--- config.mk ---
export PLATFORM = sky130hd
export DESIGN_NAME = fft_stage_sequencer
export DESIGN_NICKNAME = d
export VERILOG_FILES = /design/src/rtl/fft_stage_sequencer.sv
export SDC_FILE = /design/constraint.sdc
export NUM_CORES = 1
export LEC_CHECK = 0
export CAP_MARGIN = 20
export CORE_AREA = 3 3 40 42
export DETAILED_ROUTE_END_ITERATION = 12
export DIE_AREA = 0 0 43 45
export PLACE_DENSITY_LB_ADDON = 0.15
export SETUP_SLACK_MARGIN = 0.02
export SYNTH_ARGS = -nofsm -noshare
export SYNTH_HDL_FRONTEND = slang
export SYNTH_SLANG_ARGS = --single-unit
--- constraint.sdc ---
create_clock -name clk -period 1.9 [get_ports clk]
set_clock_uncertainty 0.2 [all_clocks]
set_input_delay 0.19 -clock clk [delete_from_list [all_inputs] [get_ports clk]]
set_output_delay 0.19 -clock clk [all_outputs]
set_load 0.02 [all_outputs]
--- src/rtl/fft_stage_sequencer.sv ---
// Stage/index sequencer feeding index_mapper: sweeps 0..2^N_LOG2-1 once per stage with valid/ready flow control.
// Optional macro STAGE_GAP_EN inserts GAP_CYCLES idle bubbles between stages.
module fft_stage_sequencer #(
    parameter int N_LOG2     = 4,
    parameter int STAGE_W    = 2,
    parameter int GAP_CYCLES = 2
) (
    input  logic               clk,
    input  logic               rst_n,
    input  logic               start,
    input  logic               ready,
    output logic               valid,
    output logic [N_LOG2-1:0]  index_out,
    output logic [STAGE_W-1:0] stage_out,
    output logic               first_of_stage,
    output logic               last_of_stage,
    output logic               busy,
    output logic               done
);

    typedef enum logic [1:0] {
        S_IDLE = 2'd0,
        S_RUN  = 2'd1,
        S_DONE = 2'd2,
        S_GAP  = 2'd3
    } state_t;

    localparam logic [N_LOG2-1:0]  INDEX_LAST = {N_LOG2{1'b1}};
    localparam logic [STAGE_W-1:0] STAGE_LAST = STAGE_W'(N_LOG2 - 1);

    state_t               r_state, w_state_nxt;
    logic [N_LOG2-1:0]    r_index, w_index_nxt;
    logic [STAGE_W-1:0]   r_stage, w_stage_nxt;

`ifdef STAGE_GAP_EN
    localparam int              GAP_W    = (GAP_CYCLES > 1) ? $clog2(GAP_CYCLES) : 1;
    localparam logic [GAP_W-1:0] GAP_LAST = GAP_W'((GAP_CYCLES > 0) ? GAP_CYCLES - 1 : 0);
    logic [GAP_W-1:0] r_gap_cnt, w_gap_nxt;
`else
    // The bubble length only matters when the gap state is compiled in.
    logic w_unused_gap;
    assign w_unused_gap = (GAP_CYCLES != 0);
`endif

    // NOTE: every variable gets a default before the case so no path leaves it unassigned (no latch).
    always_comb begin
        w_state_nxt = r_state;
        w_index_nxt = r_index;
        w_stage_nxt = r_stage;
`ifdef STAGE_GAP_EN
        w_gap_nxt   = r_gap_cnt;
`endif
        case (r_state)
            S_IDLE: begin
                if (start) begin
                    w_state_nxt = S_RUN;
                    w_index_nxt = '0;
                    w_stage_nxt = '0;
                end
            end
            S_RUN: begin
                // valid is always high in RUN, so ready alone decides the transfer.
                if (ready) begin
                    if (r_index == INDEX_LAST) begin
                        w_index_nxt = '0;
                        if (r_stage == STAGE_LAST) begin
                            w_state_nxt = S_DONE;
                            w_stage_nxt = '0;
                        end else begin
                            w_stage_nxt = r_stage + 1'b1;
`ifdef STAGE_GAP_EN
                            if (GAP_CYCLES > 0) begin
                                w_state_nxt = S_GAP;
                                w_gap_nxt   = '0;
                            end
`endif
                        end
                    end else begin
                        w_index_nxt = r_index + 1'b1;
                    end
                end
            end
            S_DONE: begin
                w_state_nxt = S_IDLE;
                w_index_nxt = '0;
                w_stage_nxt = '0;
            end
`ifdef STAGE_GAP_EN
            S_GAP: begin
                if (r_gap_cnt == GAP_LAST) begin
                    w_state_nxt = S_RUN;
                end else begin
                    w_gap_nxt = r_gap_cnt + 1'b1;
                end
            end
`endif
            default: w_state_nxt = S_IDLE;
        endcase
    end

    // NOTE: sequential state uses non-blocking assignments so all registers update together at the edge.
    always_ff @(posedge clk or negedge rst_n) begin
        if (!rst_n) begin
            r_state <= S_IDLE;
            r_index <= '0;
            r_stage <= '0;
        end else begin
            r_state <= w_state_nxt;
            r_index <= w_index_nxt;
            r_stage <= w_stage_nxt;
        end
    end

`ifdef STAGE_GAP_EN
    always_ff @(posedge clk or negedge rst_n) begin
        if (!rst_n) begin
            r_gap_cnt <= '0;
        end else begin
            r_gap_cnt <= w_gap_nxt;
        end
    end
`endif

    assign valid          = (r_state == S_RUN);
    assign busy           = (r_state != S_IDLE);
    assign done           = (r_state == S_DONE);
    assign index_out      = r_index;
    assign stage_out      = r_stage;
    assign first_of_stage = valid && (r_index == '0);
    assign last_of_stage  = valid && (r_index == INDEX_LAST);

endmodule
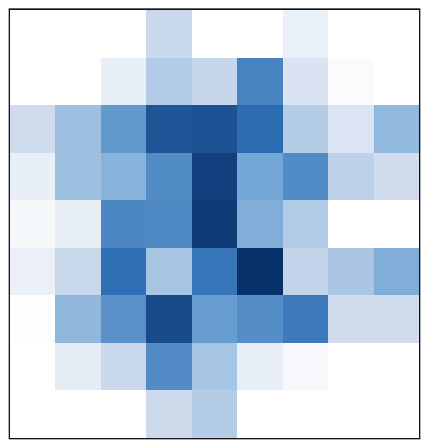
Run 1: signal metal coverage by tile
9 x 9 tiles, from white (low) to dark blue (high), scaled to the fullest tile. Values are wire area over tile area, all layers added.
densest ninth of the die	center
mean over tiles	0.084
fullest tile	0.28
nearly empty tiles	28%

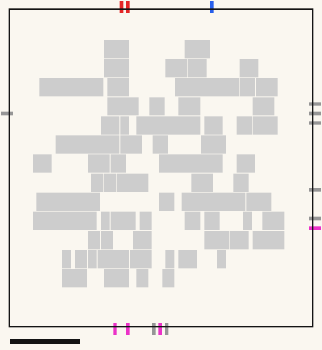
Run 1: pin placement
Bar = 10 um. Pins as bars across the die edge, other pins in gray.
port	color	pins	direction	edge
ready	blue	1	input	top
stage_out	red	2	output	top
index_out	magenta	4	output	3 bottom, 1 right

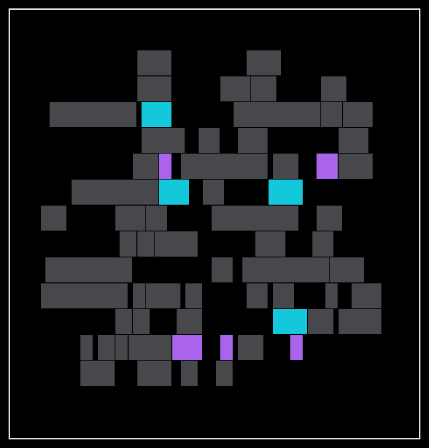
Run 1: gate-type map
family	color	cells	most used
non-inverting ao/oa cells	cyan	4	a22o_1
nor cells	purple	5	nor2_1

==> out/qor.yml, run 1 <==
buf_share: 0.257
ant_nets: 0
grt_use_met2: 0.195
ctsResizeCount: 5
drv_cap: 0
cts_tree: "built"
mux_share: 0
yosys.area_share.simple: 0.219
drt-initial-drc-count: 3
lay_top_cells: "8 x dfrtp_1, 8 x clkdlybuf4s50_1, 5 x buf_4"
multi_input_comb_cells: 32
met1_usage: 0.152
irDropWorstVdd_mv: 0.557
cp_cell_sequence: "buf_4 -> or2_2 -> dlygate4sd2_1"
clk_path_buf_depth: 2
synthXorXnorAreaFrac: 0
io_buffers: 14
pg_comb_w: 0.000363
fp_nets: 51
numCtsBuffers: 3
status: "completed"
synth_top_area_share: 0.444
dr.pass1.iters: 2
hold_path.class: "in -> async"
syn_avg_cell_area_um2: 10.2
min_period_ps: 1750
io_pins: 15
power.switching_w: 0.000302
finalSetupTns_ps: 0
path_class: "reg -> out"
powerSeq_w: 0.000293
holdBufCountCts: 0
cts.sinks: 8
powerDensity_nw_per_um2: 1210
synth_area_leader_cell: "dfrtp_1"
grt_pass1_wl_mm: 1.77
critPathMaxFanout: 6
ys_ff: 8
p_int_w: 0.000479
core_um2: 1280
grt_overflow: 0
largest_register_ffs: 4
p_comb_frac: 0.465
async_flop_share: 1.00
largest_class: "multi-input combinational cells"
ff_latch_area_um2: 200
grt_pass1_vias: 406
place_inst: 77
wl_per_cell_um: 12.8
clock_latency_ps: 250
slew_viol_final: 0
setup_viol_count_final: 0
viasPerCell: 5.05
rsz0062_at_grt: "false"
clkPwrFrac: 0.160
max_freq_mhz: 573
n_all_buffers: 19
synth_warnings: 0
grt_antenna_before_repair: 0
htree_num_levels: 1
hold-worst-slack_ps: 15.9
edf_count: 0
slew-limit-headroom: 0.757
p_leak_nw: 0.309
top_logic_kind: "simple AND/OR/NAND/NOR gates"
power.group.top: "combinational logic"
fin_ws_ps: 153
clk_share: 0.0348
gp_congestion: 0.755
top_layer_used: "met3"
nets: 74
syn_area_um2: 450
run 1: worst paths after layout:
check                      slack [ps]                     start                        to  cells past startpoint
max                               150    r_state[0]$_DFFE_PN0P_                      busy                      3
min                                20                     rst_n  index_out[2]$_DFFE_PN0P_                      1
max reg2reg                       240    r_state[0]$_DFFE_PN0P_  index_out[2]$_DFFE_PN0P_                      4
min reg2reg                       340  stage_out[1]$_DFFE_PN0P_  stage_out[1]$_DFFE_PN0P_                      1
max in group asynchronous        1220                     rst_n  index_out[0]$_DFFE_PN0P_                      1
min in group clk                  340  stage_out[1]$_DFFE_PN0P_  stage_out[1]$_DFFE_PN0P_                      1
run 1: worst max-delay path, delay by kind of cell, from the launching register on:
kind                   cells  cell delay (ps)
buffers and inverters      2              470
flip-flops                 1              380
AND/OR/NAND/NOR            1              260
==> inputs of run 2 (changes only) <==
--- a/config.mk
+++ b/config.mk
@@ -14,3 +14,4 @@
 export SYNTH_ARGS = -nofsm -noshare
 export SYNTH_HDL_FRONTEND = slang
 export SYNTH_SLANG_ARGS = --single-unit
+export TNS_END_PERCENT = 5
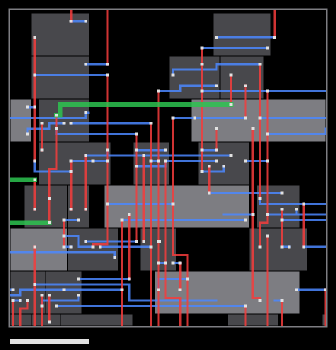
Run 2: close-up of the layout
Bar = 5 um. Window x 12 to 32, y 21 to 41 um. Cells in gray, sequential cells in the stronger gray; small squares are vias.
layer	color
M1	blue
M2	red
M3	green
cells with their middle in the window	20
most frequent	dfrtp_1 (3), clkdlybuf4s50_1 (3)
netlist names of flops here include	r_state (2), index_out (1)
sequential cells in the window	3

==> run 2 against run 1 <==
Critical path type unchanged. Flip-flop count stayed put. First-iteration DRC count unchanged. Worst setup slack did not move. Design area unchanged. Fmax unchanged. Via count stayed put. Sequential share of layout area did not move. Worst hold slack unchanged. Total power did not move. Area after synthesis is the same.
==> out/qor.yml, run 2 <==
grt_pass1_vias: 406  # unchanged
synth_top_area_share: 0.444  # unchanged
r2r-end: "index_out[2]$_DFFE_PN0P_"  # unchanged
status: "completed"  # unchanged
core_um2: 1280  # unchanged
cp_num_buf_inv: 2  # unchanged
endpoint: "busy"  # unchanged
grt_use_met2: 0.195  # unchanged
finalSetupTns_ps: 0  # unchanged
holdBufCountCts: 0  # unchanged
drt-initial-drc-count: 3  # unchanged
p_comb_frac: 0.465  # about the same
min_period_ps: 1750  # unchanged
hold_path.class: "in -> async"  # unchanged
fp_nets: 51  # unchanged
antenna_cells: 0  # unchanged
rr_worst_depth: 4  # unchanged
grt_antenna_before_repair: 0  # unchanged
largest_register_ffs: 4  # unchanged
slew_viol_final: 0  # unchanged
ctsResizeCount: 5  # unchanged
dr.pass1.iters: 2  # unchanged
rsz0062_at_grt: "false"  # unchanged
cp_cell_sequence: "buf_4 -> or2_2 -> dlygate4sd2_1"  # unchanged
met1_usage: 0.152  # unchanged
ant_nets: 0  # unchanged
p_leak_nw: 0.309  # unchanged
cp_num_cells: 3  # unchanged
edf_count: 0  # unchanged
clkPwrFrac: 0.160  # about the same
r2r_setup_slack_ps: 240  # about the same
irDropWorstVdd_mv: 0.557  # unchanged
pg_comb_w: 0.000363  # about the same
io_pins: 15  # unchanged
syn_area_um2: 450  # unchanged
io_buffers: 14  # unchanged
setup_viol_count_final: 0  # unchanged
powerSeq_w: 0.000293  # about the same
cts_tree: "built"  # unchanged
async_flop_share: 1.00  # unchanged
timing.rr.start: "r_state[0]$_DFFE_PN0P_"  # unchanged
clk_path_buf_depth: 2  # unchanged
power.switching_w: 0.000302  # unchanged
slew-limit-headroom: 0.757  # unchanged
critPathMaxFanout: 6  # unchanged
syn_avg_cell_area_um2: 10.2  # unchanged
htree_num_levels: 1  # unchanged
cp-start-kind: "flop"  # unchanged
gp_congestion: 0.755  # unchanged
max_freq_mhz: 573  # unchanged
powerDensity_nw_per_um2: 1210  # unchanged
grt_pass1_wl_mm: 1.77  # unchanged
nets: 74  # unchanged
startpoint: "r_state[0]$_DFFE_PN0P_"  # unchanged
wl_per_cell_um: 12.8  # unchanged
ys_ff: 8  # unchanged
grt_overflow: 0  # unchanged
synth_area_leader_cell: "dfrtp_1"  # unchanged
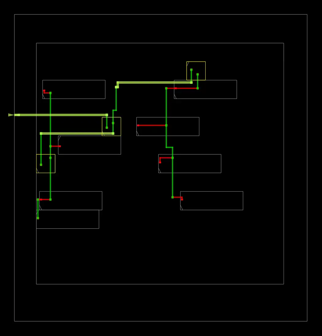
Run 2: clock wiring as the flow saved it
CTS sink count: 8
CLK BUF: 3

## run 2: cell counts after synthesis
No cell type changed its count.
## run 2: final cells by class
type	instances	area, um^2
Clock buffer	3	22.5
Fill cell	128	638
Inverter	3	11.3
Multi-Input combinational cell	32	228
Sequential cell	8	200
Tap cell	15	18.8
Timing Repair Buffer	19	166
## run 2: cells by family after synthesis
family          Yosys count  synth area share
buf+inv                   4            0.0500
compound gates           12             0.203
flops                     8             0.444
simple gates             17             0.219
fa+ha+maj                 3            0.0833
## run 2: metrics by stage
step	total power [W]	setup slack [ps]	cells	instance area (um^2)	hold WS (ps)
global route	0.000845	49.0	80	647	20.9
finish	0.000781	153	80	647	15.9
CTS	0.000800	27.7	80	652	20.2
detailed placement	0.000676	0.839	77	636	296
floorplan	0.000485	77.6	44	450	-306
global placement	0.000672	34.7	77	636	298
Run 2, signal metal coverage by tile:
9 x 9 tiles, from white (low) to dark blue (high), scaled to the fullest tile. Values are wire area over tile area, all layers added.
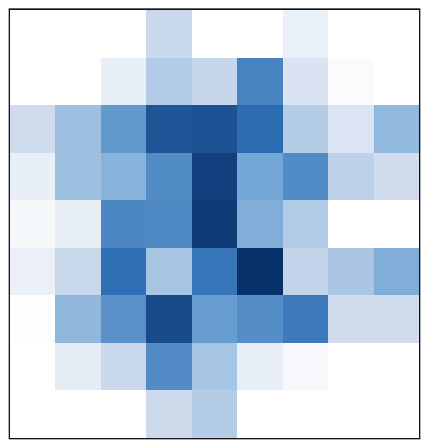

==> inputs of run 3 (changes only) <==
--- a/config.mk
+++ b/config.mk
@@ -6,11 +6,13 @@
 export NUM_CORES = 1
 export LEC_CHECK = 0
 export CAP_MARGIN = 20
-export CORE_AREA = 3 3 40 42
+export CELL_PAD_IN_SITES_DETAIL_PLACEMENT = 0
+export CELL_PAD_IN_SITES_GLOBAL_PLACEMENT = 1
+export CORE_MARGIN = 3
+export CORE_UTILIZATION = 28
 export DETAILED_ROUTE_END_ITERATION = 12
-export DIE_AREA = 0 0 43 45
 export PLACE_DENSITY_LB_ADDON = 0.15
-export SETUP_SLACK_MARGIN = 0.02
+export SETUP_SLACK_MARGIN = 0.15
 export SYNTH_ARGS = -nofsm -noshare
 export SYNTH_HDL_FRONTEND = slang
 export SYNTH_SLANG_ARGS = --single-unit
==> constraint.sdc (replaced) <==
create_clock -name clk -period 1.6 [get_ports clk]
set_clock_uncertainty 0.2 [all_clocks]
set_input_delay 0.16 -clock clk [delete_from_list [all_inputs] [get_ports clk]]
set_output_delay 0.16 -clock clk [all_outputs]
set_load 0.02 [all_outputs]
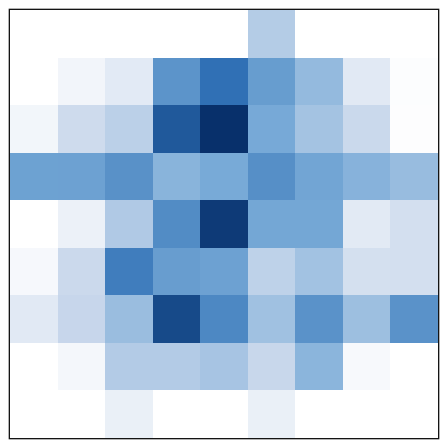
Run 3: signal metal coverage by tile
9 x 9 tiles, from white (low) to dark blue (high), scaled to the fullest tile. Values are wire area over tile area, all layers added.
mean over tiles	0.079
densest ninth of the die	center
fullest tile	0.27
tiles over half the peak	27%
nearly empty tiles	26%

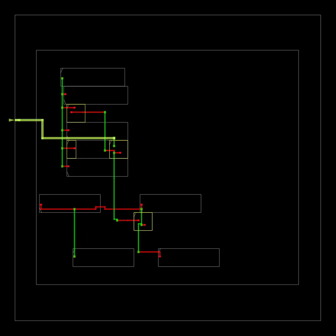
Run 3: clock wiring as the flow saved it
registers: 8
CLK BUF: 4
clk latency late pin: 250 ps
Clk. pwr: 0.000161 W
cts bufs inserted: 3

==> run 3 against run 2 <==
Worst hold slack improved by 320 ps. Critical endpoint is now first_of_stage. Count of clock-buffer cells in the layout rose by 1. Area after synthesis did not move. First-iteration DRC count rose by 33%. Flip-flop count did not move. Design area rose by 17%. Worst setup slack got worse by 130 ps. Total power rose by 30%. Register-to-register slack got worse by 210 ps. Non-clock buffer count rose by 9. Critical path type unchanged.
==> out/qor.yml, run 3 <==
status: "completed"  # unchanged
nFillCells: 141  # was 128
inv_count: 3  # unchanged
antenna_cells: 0  # unchanged
common_cells: "8 x dfrtp_1, 4 x nand3_1, 3 x ha_1, 3 x inv_1, 3 x nor2_1"  # unchanged
lay_top_cells: "14 x buf_4, 6 x dfrtp_1, 4 x nand3_1, 4 x dlygate4sd2_1, 4 x buf_2"  # was 8 x dfrtp_1, 8 x clkdlybuf4s50_1, 5 x buf_4
syn_avg_cell_area_um2: 10.2  # unchanged
powerDensity_nw_per_um2: 1350  # was 1210 nW/um^2
io_buffers: 14  # unchanged
logic_area_um2: 273  # was 228 um^2
dr.pass1.iters: 4  # was 2
ys_sh_adder: 0.0833  # unchanged
top_layer_used: "met3"  # unchanged
r2r_setup_slack_ps: 30  # was 240 ps
gp_congestion: 0.722  # was 0.755
n_all_buffers: 28  # was 19
ys_ff: 8  # unchanged
final_area_um2: 754  # was 647 um^2
min_period_ps: 1580
synth_top_area_share: 0.444  # unchanged
setup_viol_count_final: 0  # unchanged
syn_area_um2: 450  # unchanged
route.detailed.drc: 0  # unchanged
max_freq_mhz: 633
dpl_worst_slack_ps: -208  # was 0.839 ps
startpoint: "r_state[1]$_DFFE_PN0P_"  # was r_state[0]$_DFFE_PN0P_
clk_share: 0.0348  # about the same
hold_path.class: "reg -> reg"  # was in -> async
slew-limit-headroom: 0.770  # was 0.757
power.group.top: "combinational logic"  # unchanged
p_total_w: 0.00102  # was 0.000781 W
whs_path_depth: 1
p_sw_frac: 0.396  # was 0.387
path_class: "reg -> out"  # unchanged
timing.rr.start: "r_state[0]$_DFFE_PN0P_"  # unchanged
top_logic_kind: "simple AND/OR/NAND/NOR gates"  # unchanged
edf_count: 0  # unchanged
hold-worst-slack_ps: 336  # was 15.9 ps
io_pins: 15  # unchanged
grt_overflow: 0  # unchanged
largest_register_ffs: 4  # unchanged
rsz0062_at_grt: "true"  # was false
irDropWorstVdd_mv: 0.619  # was 0.557 mV
sh_comb_area: 0.362  # was 0.352
dieArea_um2: 2130  # was 1940 um^2
ff_latch_area_um2: 203  # was 200 um^2
sh_seq_area: 0.269  # was 0.309
p_comb_frac: 0.501  # was 0.465
mux_share: 0  # unchanged
synthXorXnorAreaFrac: 0  # unchanged
powerSeq_w: 0.000346  # was 0.000293 W
endpoint: "first_of_stage"  # was busy
power.switching_w: 0.000403  # was 0.000302 W
slew_viol_final: 0  # unchanged
buf_share: 0.295  # was 0.257
ant_nets: 0  # unchanged
fin_ws_ps: 19.3  # was 153 ps
cts.sinks: 8  # unchanged
fin_cells: 90  # was 80
place_inst: 85  # was 77
grt_use_met2: 0.162  # was 0.195
clkPwrFrac: 0.158  # was 0.160
min_from: "stage_out[1]$_DFFE_PN0P_"
clk_path_buf_depth: 2  # unchanged
pg_comb_w: 0.000510  # was 0.000363 W
synth_warnings: 0  # unchanged
wl_per_cell_um: 11.7  # was 12.8 um
nets: 83  # was 74
async_flop_share: 1.00  # unchanged
crit_required_ps: 1240  # was 1510 ps
r2r-end: "index_out[2]$_DFFE_PN0P_"  # unchanged
drt-initial-drc-count: 4  # was 3
cp-start-kind: "flop"  # unchanged
synthAoiAreaFrac: 0.203  # unchanged
core_um2: 1400  # was 1280 um^2
place_area_um2: 716  # was 636 um^2
cts_tree: "built"  # unchanged
rr_worst_depth: 4  # unchanged
synth_area_leader_cell: "dfrtp_1"  # unchanged
multi_input_comb_cells: 32  # unchanged
fp_nets: 51  # unchanged
p_leak_nw: 0.371  # was 0.309 nW
htree_num_levels: 1  # unchanged
largest_class: "multi-input combinational cells"  # unchanged
grt_pass1_wl_mm: 1.80  # was 1.77 mm
met1_usage: 0.167  # was 0.152
grt_antenna_before_repair: 0  # unchanged
min_to: "stage_out[1]$_DFFE_PN0P_"
yosys.area_share.simple: 0.219  # unchanged
die_w_um: 46.1  # was 43 um
run 3: cell types whose count changed in the layout (fill, tap and decap cells not counted), sizes merged:
| cell | previous run | this run |
|---|---|---|
| dlygate4sd3 | 0 | 1 |
| clkdlybuf4s50 | 8 | 3 |
| dlymetal6s2s | 1 | 0 |
| dlygate4sd2 | 3 | 4 |
| buf | 5 | 20 |
| clkbuf | 5 | 4 |
run 3: what timing repair did:
item | 4_1_cts | 5_1_grt
hold buffers | 1 | 0
pin swaps | 1 | 1
hold endpoints to repair | 8 | 0
endpoints found under the setup margin | 17 | 12
gates resized | 39 | 8
run 3: critical path, stage by stage, from the launching register on:
cell and delay (ps):
dfrtp_1 360, nand2b_1 190, nor4b_4 250, buf_4 170
Power and IR drop assume default switching activity.
